File: src/rtl/demux_pkg.sv
// Shared defaults and width helpers for the stream demux and its channel FIFOs.
package demux_pkg;

  localparam int unsigned DEF_DATA_W = 3;
  localparam int unsigned DEF_NUM_CH = 4;
  localparam int unsigned DEF_DEPTH  = 2;

  // Pointer width; kept at least 1 bit so a degenerate depth still elaborates.
  function automatic int unsigned ptr_width(input int unsigned depth);
    return (depth > 1) ? $clog2(depth) : 1;
  endfunction

  function automatic int unsigned count_width(input int unsigned depth);
    return $clog2(depth) + 1;
  endfunction

endpackage

File: src/rtl/demux_chan_fifo.sv
// One output channel: DEPTH-entry FIFO whose head (or last popped beat) is always on data_out_o.
module demux_chan_fifo
  import demux_pkg::*;
#(
  parameter int unsigned DATA_W = DEF_DATA_W,
  parameter int unsigned DEPTH  = DEF_DEPTH
) (
  input  logic              clk,
  input  logic              rst,
  input  logic              push_i,
  input  logic [DATA_W-1:0] data_in_i,
  output logic              full_o,
  input  logic              pop_i,
  output logic [DATA_W-1:0] data_out_o,
  output logic              valid_o
);

  localparam int unsigned PTR_W = ptr_width(DEPTH);
  localparam int unsigned CNT_W = count_width(DEPTH);

  logic [DATA_W-1:0] mem_q [DEPTH];
  logic [PTR_W-1:0]  wr_ptr_q, wr_ptr_d;
  logic [PTR_W-1:0]  rd_ptr_q, rd_ptr_d;
  logic [CNT_W-1:0]  cnt_q, cnt_d;
  logic [DATA_W-1:0] last_q, last_d;
  logic              push_en, pop_en;

  assign full_o  = (cnt_q == CNT_W'(DEPTH));
  assign valid_o = (cnt_q != '0);
  assign push_en = push_i & ~full_o;
  assign pop_en  = pop_i & valid_o;

  // An empty FIFO keeps presenting the beat it last handed out.
  assign data_out_o = valid_o ? mem_q[rd_ptr_q] : last_q;

  always_comb begin
    wr_ptr_d = wr_ptr_q;
    rd_ptr_d = rd_ptr_q;
    cnt_d    = cnt_q;
    last_d   = last_q;
    if (push_en) wr_ptr_d = wr_ptr_q + PTR_W'(1);
    if (pop_en) begin
      rd_ptr_d = rd_ptr_q + PTR_W'(1);
      last_d   = mem_q[rd_ptr_q];
    end
    case ({push_en, pop_en})
      2'b10:   cnt_d = cnt_q + CNT_W'(1);
      2'b01:   cnt_d = cnt_q - CNT_W'(1);
      default: cnt_d = cnt_q;
    endcase
  end

  always_ff @(posedge clk or posedge rst) begin
    if (rst) begin
      wr_ptr_q <= '0;
      rd_ptr_q <= '0;
      cnt_q    <= '0;
      last_q   <= '0;
      for (int unsigned i = 0; i < DEPTH; i++) mem_q[i] <= '0;
    end else begin
      wr_ptr_q <= wr_ptr_d;
      rd_ptr_q <= rd_ptr_d;
      cnt_q    <= cnt_d;
      last_q   <= last_d;
      if (push_en) mem_q[wr_ptr_q] <= data_in_i;
    end
  end

endmodule

File: src/rtl/stream_demux_buf.sv
// 1:NUM_CH valid/ready stream demux with a buffered FIFO per channel and a drop counter for bad selects.
module stream_demux_buf
  import demux_pkg::*;
#(
  parameter int unsigned DATA_W = DEF_DATA_W,
  parameter int unsigned NUM_CH = DEF_NUM_CH,
  parameter int unsigned SEL_W  = 2,
  parameter int unsigned DEPTH  = DEF_DEPTH,
  parameter int unsigned CNT_W  = 8
) (
  input  logic                     clk,
  input  logic                     rst,
  input  logic [DATA_W-1:0]        in_data,
  input  logic [SEL_W-1:0]         in_sel,
  input  logic                     in_valid,
  output logic                     in_ready,
  output logic [NUM_CH*DATA_W-1:0] out_data,
  output logic [NUM_CH-1:0]        out_valid,
  input  logic [NUM_CH-1:0]        out_ready,
  output logic [CNT_W-1:0]         drop_cnt
);

  logic [NUM_CH-1:0] full;
  logic [NUM_CH-1:0] push;
  logic              sel_in_range;
  logic              sel_full;
  logic              xfer;
  logic [CNT_W-1:0]  drop_q, drop_d;

  // Ready looks only at the selected channel's full flag, never at in_valid.
  always_comb begin
    sel_in_range = (32'(in_sel) < NUM_CH);
    sel_full     = 1'b0;
    for (int unsigned k = 0; k < NUM_CH; k++) begin
      if (in_sel == SEL_W'(k)) sel_full = full[k];
    end
    in_ready = sel_in_range ? ~sel_full : 1'b1;
    xfer     = in_valid & in_ready;
    push     = '0;
    for (int unsigned k = 0; k < NUM_CH; k++) begin
      push[k] = xfer & (in_sel == SEL_W'(k));
    end
    drop_d = drop_q;
    if (xfer && !sel_in_range && (drop_q != '1)) drop_d = drop_q + CNT_W'(1);
  end

  always_ff @(posedge clk or posedge rst) begin
    if (rst) drop_q <= '0;
    else     drop_q <= drop_d;
  end

  assign drop_cnt = drop_q;

  for (genvar g = 0; g < NUM_CH; g++) begin : g_chan
    demux_chan_fifo #(
      .DATA_W(DATA_W),
      .DEPTH (DEPTH)
    ) u_fifo (
      .clk       (clk),
      .rst       (rst),
      .push_i    (push[g]),
      .data_in_i (in_data),
      .full_o    (full[g]),
      .pop_i     (out_ready[g]),
      .data_out_o(out_data[g*DATA_W +: DATA_W]),
      .valid_o   (out_valid[g])
    );
  end

endmodule

File: config.mk
export PLATFORM = sky130hd
export DESIGN_NAME = stream_demux_buf
export DESIGN_NICKNAME = d
export VERILOG_FILES = /design/src/rtl/demux_pkg.sv /design/src/rtl/demux_chan_fifo.sv /design/src/rtl/stream_demux_buf.sv
export SDC_FILE = /design/constraint.sdc
export NUM_CORES = 1
export LEC_CHECK = 0
export ABC_CLOCK_PERIOD_IN_PS = 1500
export CORE_MARGIN = 4
export CORE_UTILIZATION = 45
export DETAILED_ROUTE_END_ITERATION = 6
export GPL_TIMING_DRIVEN = 0
export PLACE_DENSITY = 0.69
export SLEW_MARGIN = 20
export SYNTH_ARGS = -nofsm -noshare
export SYNTH_HDL_FRONTEND = slang
export SYNTH_SLANG_ARGS = --single-unit
File: constraint.sdc
create_clock -name clk -period 1.5 [get_ports clk]
set_input_delay 0.225 -clock clk [delete_from_list [all_inputs] [get_ports clk]]
set_output_delay 0.225 -clock clk [all_outputs]
set_load 0.03 [all_outputs]
==> metrics.csv, run 1 <==
stage,metric,value,unit
drt,drt_pass1_iterations,4,
die,core,5270,um^2
cts,clkTransAtPathRegs,0.09,ns
drt,detail_route.wirelength.met1,2.29,mm
drt,drtIter0Drc,72,
drt,antenna_violating_nets_post_route,0,
outcome,run_status,"complete, but fails checks",
die,dieHeight,82.9,um
outcome,failing_checks,setup timing,
timing,timing.max_slew.rel_slack,56.3,%
setup_path,required,1.27,ns
drt,post_drt_wl_per_cell,13.7,um
yosys,syn_inst,223,
timing,setup_viol,22,
yosys,mappedNetlistArea,2520,um^2
setup_path,sum_of_buffers_and_inverters_on_the_critical_path,2,
timing,final_critical_path_setup_slack,-0.280,ns
yosys,yosys-stat-area,2520,um^2
yosys,topCellsByArea,"sky130_fd_sc_hd__dfrtp_1 52%, sky130_fd_sc_hd__mux2_2 11%, sky130_fd_sc_hd__xnor2_1 5.6%",
setup_path,data_arrival_critical_path,1.55,ns
drt,vias,1666,
layout,n_antenna_cell,0,
setup_path,criticalPathCategory,reg -> out,
## run 1: cells by family (layout without fill, tap and decap cells)
group	count (synthesis)	after routing	share of synthesized area, %
AND-OR/OR-AND	28	28	5.56
XOR/XNOR	20	20	6.94
adder cells (fa/ha/maj)	4	4	1.98
buffers and inverters	28	76	6.00
flip-flops	52	52	51.6
multiplexers	37	37	16.5
other	1	8	0.149
AND/OR/NAND/NOR	53	53	11.3
## run 1: path summary, 6_finish.rpt
path | from | endpoint | slack (ns) | depth (start not counted)
worst max-delay path | g_chan[1].u_fifo.cnt_q[0] | in_ready | -0.28 | 4
worst min register to register | g_chan[3].u_fifo.last_q[2] | g_chan[3].u_fifo.last_q[2] | 0.49 | 2
worst min-delay path | rst | g_chan[3].u_fifo.wr_ptr_q | 0.38 | 2
max in group asynchronous | rst | g_chan[0].u_fifo.cnt_q[1] | 0.66 | 2
worst max register to register | g_chan[1].u_fifo.cnt_q[1] | g_chan[1].u_fifo.cnt_q[1] | -0.20 | 7
min in group clk | in_valid | g_chan[2].u_fifo.wr_ptr_q | 0.47 | 4
## run 1: timing repair
item,CTS,global route
pin swaps,4,18
resized,155,39
endpoints found under the setup margin,43,32
cloned,0,0
buffers inserted,15,12
hold buffers,0,0
## run 1: stage by stage
| stage | cells | utilization [%] | hold slack [ns] | setup TNS [ns] | instance area [um^2] |
|---|---|---|---|---|---|
| after floorplan | 230 | - | 0.375 | -0.508 | 2610 |
| after global placement | 328 | 56.5 | 0.463 | -73.73 | 2980 |
| after detailed placement | 328 | 56.5 | 0.472 | -20.64 | 2980 |
| after CTS | 339 | 61.9 | 0.395 | -2.98 | 3260 |
| after global routing | 348 | 66.4 | 0.437 | -4.11 | 3500 |
| final | 348 | 66.4 | 0.381 | -2.73 | 3500 |
## run 1: registers in the layout, summed over array words and instances (netlist names)
register and flops:
g_chan.u_fifo.cnt_q 8, g_chan.u_fifo.last_q 12, g_chan.u_fifo.mem_q 24, g_chan.u_fifo.rd_ptr_q 4
g_chan.u_fifo.wr_ptr_q 4
## run 1: report_power, final
group	leakage (nW)	total (W)	switching (W)	internal, W
Combinational	0.887	0.00497	0.00236	0.00261
Sequential	0.621	0.00274	0.000614	0.00213
Clock	0.0359	0.000726	0.000423	0.000302
## run 1: cells in the final DEF (no fill, tap or decap), types with 7 or more instances in the layout
cell | synthesis | layout
sky130_fd_sc_hd__dfrtp_1 | 52 | 44
sky130_fd_sc_hd__buf_4 | 12 | 28
sky130_fd_sc_hd__buf_6 | 0 | 26
sky130_fd_sc_hd__mux2_2 | 24 | 23
sky130_fd_sc_hd__nand2_1 | 13 | 13
sky130_fd_sc_hd__o21ai_0 | 12 | 12
sky130_fd_sc_hd__xnor2_1 | 16 | 12
sky130_fd_sc_hd__a21oi_2 | 0 | 9
sky130_fd_sc_hd__conb_1 | 1 | 8
sky130_fd_sc_hd__dfrtp_2 | 0 | 8
sky130_fd_sc_hd__clkdlybuf4s50_1 | 0 | 8
sky130_fd_sc_hd__mux2i_1 | 12 | 7
## run 1: layout make-up
type	count	area share, %
multi-input combinational	150	39.8
sequential	52	37.5
timing repair buffer	53	14.6
buffer	12	2.90
clock buffer	5	1.97
inverter	6	0.716
tap	70	2.50
Fig. 1: run 1, gate families picked out
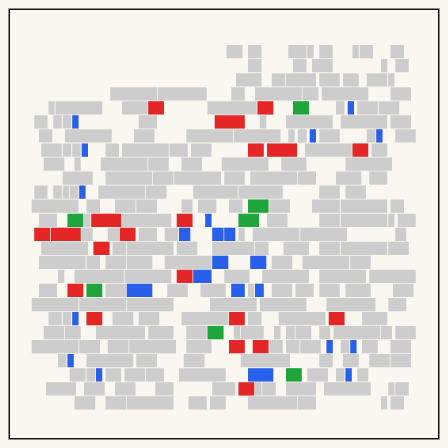
green -> AND and OR gates  # cells 7, most used or2_4
blue -> NAND gates  # cells 23, most used nand2_1
red -> XOR/XNOR gates  # cells 20, most used xnor2_1

Fig. 2: run 1, routed metal, one color a layer
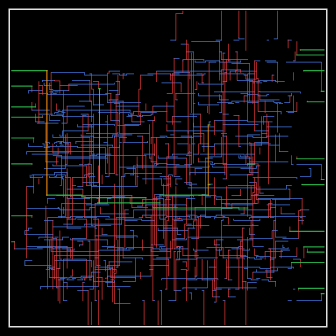
green -> met3  # wire length 200 um
blue -> met1  # wire length 2290 um
orange -> met4  # wire length 80.9 um
red -> met2  # wire length 2200 um

Fig. 3: run 1, the metal 2 layer
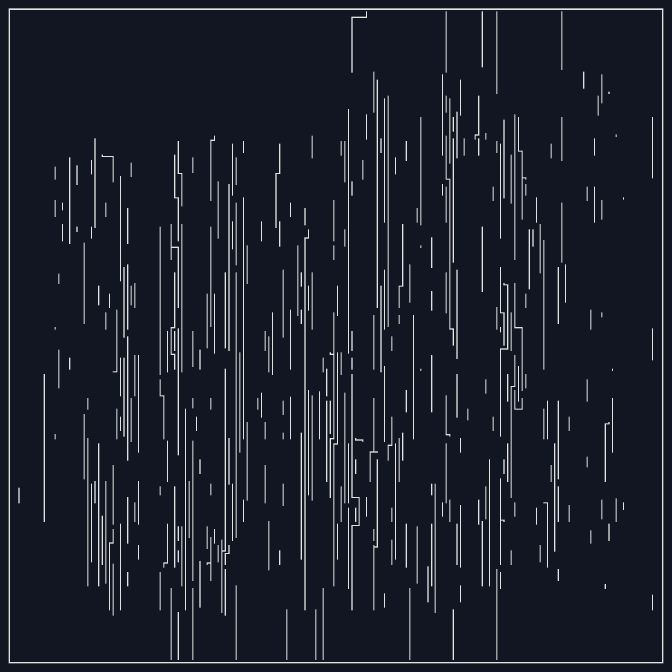
wire length on this layer = 2200 um
longest straight run = 47.3 um

==> run 2, diff against run 1 <==
--- a/config.mk
+++ b/config.mk
@@ -10,6 +10,7 @@
 export CORE_UTILIZATION = 45
 export DETAILED_ROUTE_END_ITERATION = 6
 export GPL_TIMING_DRIVEN = 0
+export HOLD_SLACK_MARGIN = 0.05
 export PLACE_DENSITY = 0.69
 export SLEW_MARGIN = 20
 export SYNTH_ARGS = -nofsm -noshare
Fig. 4: run 2, gate families picked out
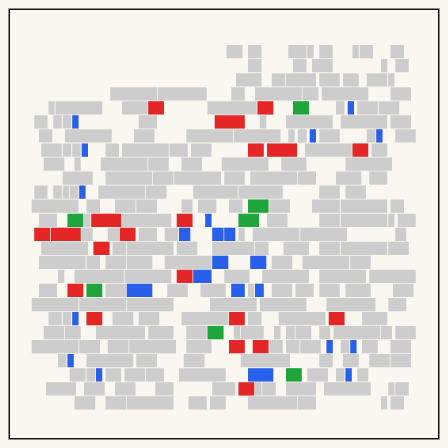
red -> XOR/XNOR gates  # cells 20, most used xnor2_1
green -> AND and OR gates  # cells 7, most used or2_4
blue -> NAND gates  # cells 23, most used nand2_1

Fig. 5: run 2, routed metal, one color a layer
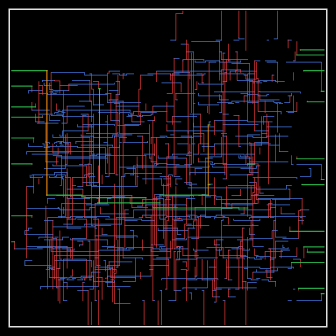
red -> met2  # wire length 2200 um
orange -> met4  # wire length 80.9 um
green -> met3  # wire length 200 um
blue -> met1  # wire length 2290 um

==> run 2 against run 1 <==
Compared with the run above: synthesized cell count did not move; largest cell class unchanged; wire length stayed put; first-iteration DRC count unchanged; setup slack stayed put; the flow still finishes with violations (setup timing); sequential power about the same; die size stayed put; via count did not move.
==> metrics.csv, run 2 <==
stage,metric,value,unit,change
yosys,topCellsByArea,"sky130_fd_sc_hd__dfrtp_1 52%, sky130_fd_sc_hd__mux2_2 11%, sky130_fd_sc_hd__xnor2_1 5.6%",,
timing,setup_viol,22,,unchanged
yosys,synth-xor-area-share,6.94,%,unchanged
drt,vias,1666,,unchanged
drt,post_drt_wl_per_cell,13.7,um,unchanged
setup_path,required,1.27,ns,about the same
cts,ctsHoldBuffers,0,,unchanged
layout,largest_reg_flops,24,,unchanged
yosys,ys_top_logic_family,multiplexers,,
die,dieHeight,82.9,um,unchanged
layout,registers.top_by_ff_count,g_chan.u_fifo.mem_q,,
layout,n_antenna_cell,0,,unchanged
yosys,syn_inst,223,,unchanged
yosys,yosys-stat-area,2520,um^2,unchanged
yosys,post_synth_fa_ha_maj_area_fraction,1.98,%,unchanged
placement,placement.cell_area,2980,um^2,unchanged
outcome,run_status,"complete, but fails checks",,
drt,drt_pass1_iterations,4,,unchanged
timing,timing.max_slew.rel_slack,56.3,%,unchanged
cts,clkTransAtPathRegs,0.09,ns,about the same
setup_path,sum_of_buffers_and_inverters_on_the_critical_path,2,,unchanged
yosys,simple_gate_area_share,11.3,%,unchanged
timing,tns,-2.73,ns,unchanged
drt,antenna_violating_nets_post_route,0,,unchanged
outcome,failing_checks,setup timing,,
die,core,5270,um^2,unchanged
layout,final_cells,348,,unchanged
drt,drtIter0Drc,72,,unchanged
placement,place_inst,328,,unchanged
setup_path,data_arrival_critical_path,1.55,ns,about the same
layout,biggestRegsByFlops,"g_chan.u_fifo.mem_q (24), g_chan.u_fifo.last_q (12), g_chan.u_fifo.cnt_q (8)",,
timing,final_critical_path_setup_slack,-0.280,ns,unchanged
setup_path,criticalPathCategory,reg -> out,,
layout,finish.instance_area,3500,um^2,unchanged
yosys,synth.area.mux_share,16.5,%,unchanged
yosys,synthesis.yosys.warnings,0,,
## run 2: cell counts after synthesis
Identical to the previous run, type by type.
## run 2: cell type report
type                            count  area [um^2]  area share, %
Sequential cell                    52         1310           37.5
Multi-Input combinational cell    150         1390           39.8
Timing Repair Buffer               53          512           14.6
Inverter                            6         25.0          0.716
Tap cell                           70         87.6           2.50
Buffer                             12          101           2.90
Clock buffer                        5         68.8           1.97
## run 2: kinds of logic after synthesis
family / count (synthesis)
AOI/OAI and AO/OA: 28
xor gates and xnor gates: 20
adders and majority gates: 4
buffers and inverters: 28
DFF: 52
muxes: 37
other: 1
and+or+nand+nor: 53
## run 2: routing by layer
metal | share of wire, % | up-vias | GRT usage, % | wire length, um
met1 | 48 | 782 | 19.0 | 2290
li1 | - | 845 | - | -
met2 | 46 | 32 | 21.6 | 2200
met3 | 4.2 | 7 | 3.37 | 200
met4 | 1.7 | 0 | 5.79 | 80
met5 | 0 | - | 0 | 0
## run 2: stage by stage
| step | hold WS, ns | utilization, % |
|---|---|---|
| 6_report | 0.381 | 66.4 |
| 4_1_cts | 0.395 | 61.9 |
| 3_3_place_gp | 0.463 | 56.5 |
| 3_5_place_dp | 0.472 | 56.5 |
| 2_1_floorplan | 0.375 | - |
| 5_1_grt | 0.437 | 66.4 |
## run 2: worst paths after layout
| path | start | endpoint | slack, ns | depth (start not counted) |
|---|---|---|---|---|
| min in group clk | in_valid | g_chan[2].u_fifo.wr_ptr_q | 0.47 | 4 |
| worst min register to register | g_chan[3].u_fifo.last_q[2] | g_chan[3].u_fifo.last_q[2] | 0.49 | 2 |
| max in group asynchronous | rst | g_chan[0].u_fifo.cnt_q[1] | 0.66 | 2 |
| worst max-delay path | g_chan[1].u_fifo.cnt_q[0] | in_ready | -0.28 | 4 |
| worst max register to register | g_chan[1].u_fifo.cnt_q[1] | g_chan[1].u_fifo.cnt_q[1] | -0.20 | 7 |
| worst min-delay path | rst | g_chan[3].u_fifo.wr_ptr_q | 0.38 | 2 |
## run 2: repair_timing
item / in CTS / in global routing
buffers inserted: 15 / 12
endpoints found under the hold margin: 0 / 0
pin swaps: 4 / 18
setup endpoints to repair: 43 / 32
gates resized: 155 / 39
## run 2: power breakdown
| part | internal [W] | switching [W] | total (W) | leakage [nW] |
|---|---|---|---|---|
| registers | 0.00213 | 0.000614 | 0.00274 | 0.621 |
| logic | 0.00261 | 0.00236 | 0.00497 | 0.887 |
| clock network | 0.000302 | 0.000423 | 0.000726 | 0.0359 |
| total | 0.00504 | 0.00340 | 0.00844 | 1.54 |
Fig. 6: run 2, cell density map
The die is cut into 8 by 8 equal tiles; white is low, dark blue is high, 0 to 100% covered.
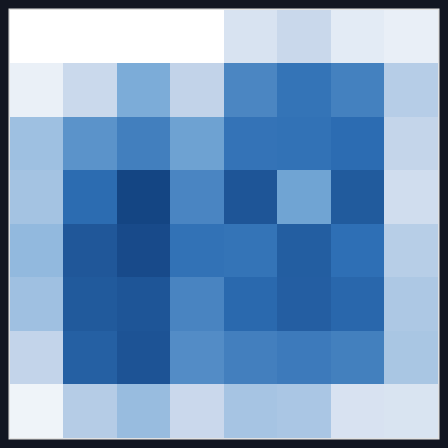

==> run 3, diff against run 2 <==
--- a/config.mk
+++ b/config.mk
@@ -9,9 +9,10 @@
 export CORE_MARGIN = 4
 export CORE_UTILIZATION = 45
 export DETAILED_ROUTE_END_ITERATION = 6
+export DONT_BUFFER_PORTS = 1
 export GPL_TIMING_DRIVEN = 0
-export HOLD_SLACK_MARGIN = 0.05
-export PLACE_DENSITY = 0.69
+export HOLD_SLACK_MARGIN = 0.03
+export PLACE_DENSITY = 0.6
 export SLEW_MARGIN = 20
 export SYNTH_ARGS = -nofsm -noshare
 export SYNTH_HDL_FRONTEND = slang
Fig. 7: run 3, cell density map
The die is cut into 8 by 8 equal tiles; white is low, dark blue is high, 0 to 100% covered.
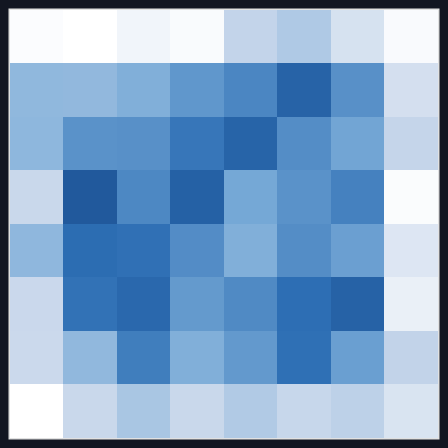
tiles over 75% full = 11%
fullest tile = 83%
mean over tiles = 45%

==> run 3 against run 2 <==
Compared with the run above: the run still ends with setup timing left; power decreased by 7.7%; cell count decreased by 9.8%; wire length decreased by 1.2%; global-route usage increased by 0.53 points; hold slack got worse by 0.31 ns; sequential share of layout area increased by 3.9 points; sequential power increased by 1%; flip-flop count unchanged; clock skew increased by 0.0043 ns; first-iteration DRC count decreased by 78%; area after synthesis unchanged; critical path type unchanged; critical endpoint unchanged.
==> metrics.csv, run 3 <==
stage,metric,value,unit,change
setup_path,worst_r2r_path_depth,7,,unchanged
layout,n_antenna_cell,0,,unchanged
cts,clkTransAtPathRegs,0.09,ns,about the same
drt,drtIter0Drc,16,,-78%
yosys,simple_gate_area_share,11.3,%,unchanged
yosys,topCellsByArea,"sky130_fd_sc_hd__dfrtp_1 52%, sky130_fd_sc_hd__mux2_2 11%, sky130_fd_sc_hd__xnor2_1 5.6%",,
outcome,failing_checks,setup timing,,
yosys,syn_inst,223,,unchanged
layout,largest_reg_flops,24,,unchanged
yosys,ys_top_logic_family,multiplexers,,
drt,post_drt_wl_per_cell,15.0,um,+9.5%
layout,flop_area,1310,um^2,about the same
timing,setup_viol,20,,-9.1%
outcome,run_status,"complete, but fails checks",,
timing,timing.max_slew.rel_slack,57.4,%,+1.1 points
setup_path,crit_chain,"nand2b_1, mux4_2",,
yosys,synth.cells.most_frequent,"52 x sky130_fd_sc_hd__dfrtp_1, 24 x sky130_fd_sc_hd__mux2_2, 17 x sky130_fd_sc_hd__nor2_1",,
die,core,5270,um^2,unchanged
yosys,synth.area.mux_share,16.5,%,unchanged
timing,achievable-frequency,572,MHz,
setup_path,required,1.27,ns,about the same
layout,comb_area,1420,um^2,+2.2%
setup_path,criticalPathCategory,reg -> out,,
min_path,hold-path-cell-count,1,,
setup_path,crit_path_end_kind,primary output,,
setup_path,reg2reg_setup_slack,-0.17,ns,+0.03 ns
drt,antenna_violating_nets_post_route,0,,unchanged
min_path,hp-start,in_data[2],,
layout,registers.top_by_ff_count,g_chan.u_fifo.mem_q,,
cts,cts_htree_levels,2,,
setup_path,data_arrival_critical_path,1.52,ns,-0.03 ns
min_path,holdPathEnd,g_chan[3].u_fifo.mem_q[2],,
yosys,synth_cell_type_count,31,,
layout,biggestRegsByFlops,"g_chan.u_fifo.mem_q (24), g_chan.u_fifo.last_q (12), g_chan.u_fifo.cnt_q (8)",,
yosys,post_synth_fa_ha_maj_area_fraction,1.98,%,unchanged
yosys,synthesis.yosys.warnings,0,,unchanged
drt,vias,1573,,-5.6%
timing,final_critical_path_setup_slack,-0.248,ns,+0.0316 ns
drt,drt_pass1_iterations,2,,-2
yosys,ys.flop_type,sky130_fd_sc_hd__dfrtp_1,,
yosys,yosys-stat-area,2520,um^2,unchanged
yosys,edf_count,0,,
setup_path,reg2reg_launch_point,g_chan[1].u_fifo.cnt_q[1],,
layout,utilization,60.0,%,-6.3 points
layout,nFillCells,449,,
placement,hpwl,3.14,mm,
die,dieHeight,82.9,um,unchanged
yosys,synth-xor-area-share,6.94,%,unchanged
setup_path,rr_endpoint,g_chan[1].u_fifo.cnt_q[1],,
Fig. 8: run 3, gate families picked out
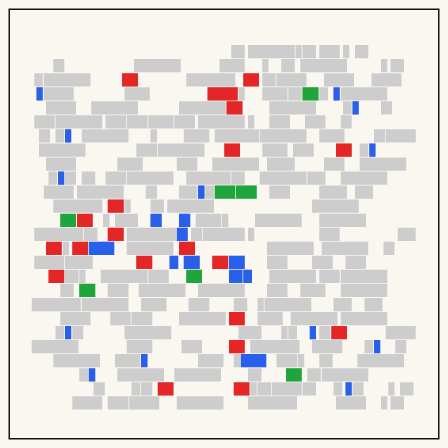
green -> AND and OR gates  # cells 7, most used or2_4
red -> XOR/XNOR gates  # cells 20, most used xnor2_1
blue -> NAND gates  # cells 23, most used nand2_1

run 3: cell families (layout without fill, tap and decap cells):
kind of cell             after synthesis  count (layout)
AND-OR/OR-AND                         28              28
AND/OR/NAND/NOR                       53              53
multiplexers                          37              37
adder cells (fa/ha/maj)                4               4
other                                  1               8
buffers and inverters                 28              42
flip-flops                            52              52
XOR/XNOR                              20              20
run 3: what timing repair did:
action	in CTS	in global routing
endpoints found under the hold margin	52	0
resized	55	12
hold buffers	1	0
setup buffers	10	4
pin swaps	6	9
setup endpoints to repair	31	32
run 3: layout make-up:
class / instances / area share, %
Sequential cell: 52 / 41.4
Inverter: 6 / 0.791
Multi-Input combinational cell: 150 / 45.0
Timing Repair Buffer: 15 / 3.76
Buffer: 13 / 3.48
Tap cell: 70 / 2.77
Clock buffer: 8 / 2.85
run 3: through the flow:
stage / cell area, um^2 / hold WS, ns / total power, W / cells / TNS [ns]
floorplan: 2610 / 0.375 / 0.00539 / 230 / -0.508
CTS: 3090 / 0.0554 / 0.00770 / 310 / -2.06
global route: 3160 / 0.0466 / 0.00832 / 314 / -2.90
global placement: 2700 / 0.377 / 0.00577 / 300 / -34.84
finish: 3160 / 0.0699 / 0.00779 / 314 / -1.61
detailed placement: 2700 / 0.238 / 0.00584 / 300 / -2.95
run 3: per-layer routing:
metal / up-vias / GRT usage [%] / share of wire [%]
met1: 773 / 19.9 / 49
met5: - / 0 / 0
met3: 5 / 5.15 / 5.2
met4: 0 / 4.01 / 1.3
li1: 769 / - / -
met2: 26 / 22.0 / 44
run 3: power breakdown:
| group | internal [W] | total (W) | switching (W) |
|---|---|---|---|
| sequential | 0.00213 | 0.00278 | 0.000656 |
| clock | 0.000377 | 0.000809 | 0.000432 |
| combinational | 0.00191 | 0.00420 | 0.00229 |
run 3: critical path: cells and delay by family (launching register included):
kind             cells  cell delay [ns]
and+or+nand+nor      1             0.17
DFF                  1             0.45
muxes                1             0.61
run 3: how the worst max path moves through the flow:
stage / cells past startpoint / slack (ns) / start / to
finish: 2 / -0.25 / g_chan[3].u_fifo.cnt_q[0] / in_ready
global route: 3 / -0.30 / g_chan[1].u_fifo.cnt_q[0] / in_ready
CTS: 2 / -0.25 / g_chan[3].u_fifo.cnt_q[0] / in_ready
detailed placement: 6 / -0.32 / g_chan[3].u_fifo.cnt_q[0] / g_chan[3].u_fifo.cnt_q[1]
global placement: 1 / -0.62 / rst / g_chan[3].u_fifo.last_q[1]
floorplan: 4 / -0.14 / g_chan[3].u_fifo.cnt_q[0] / out_data[10]
No activity file was given, so power comes from the tool's default toggle rates.
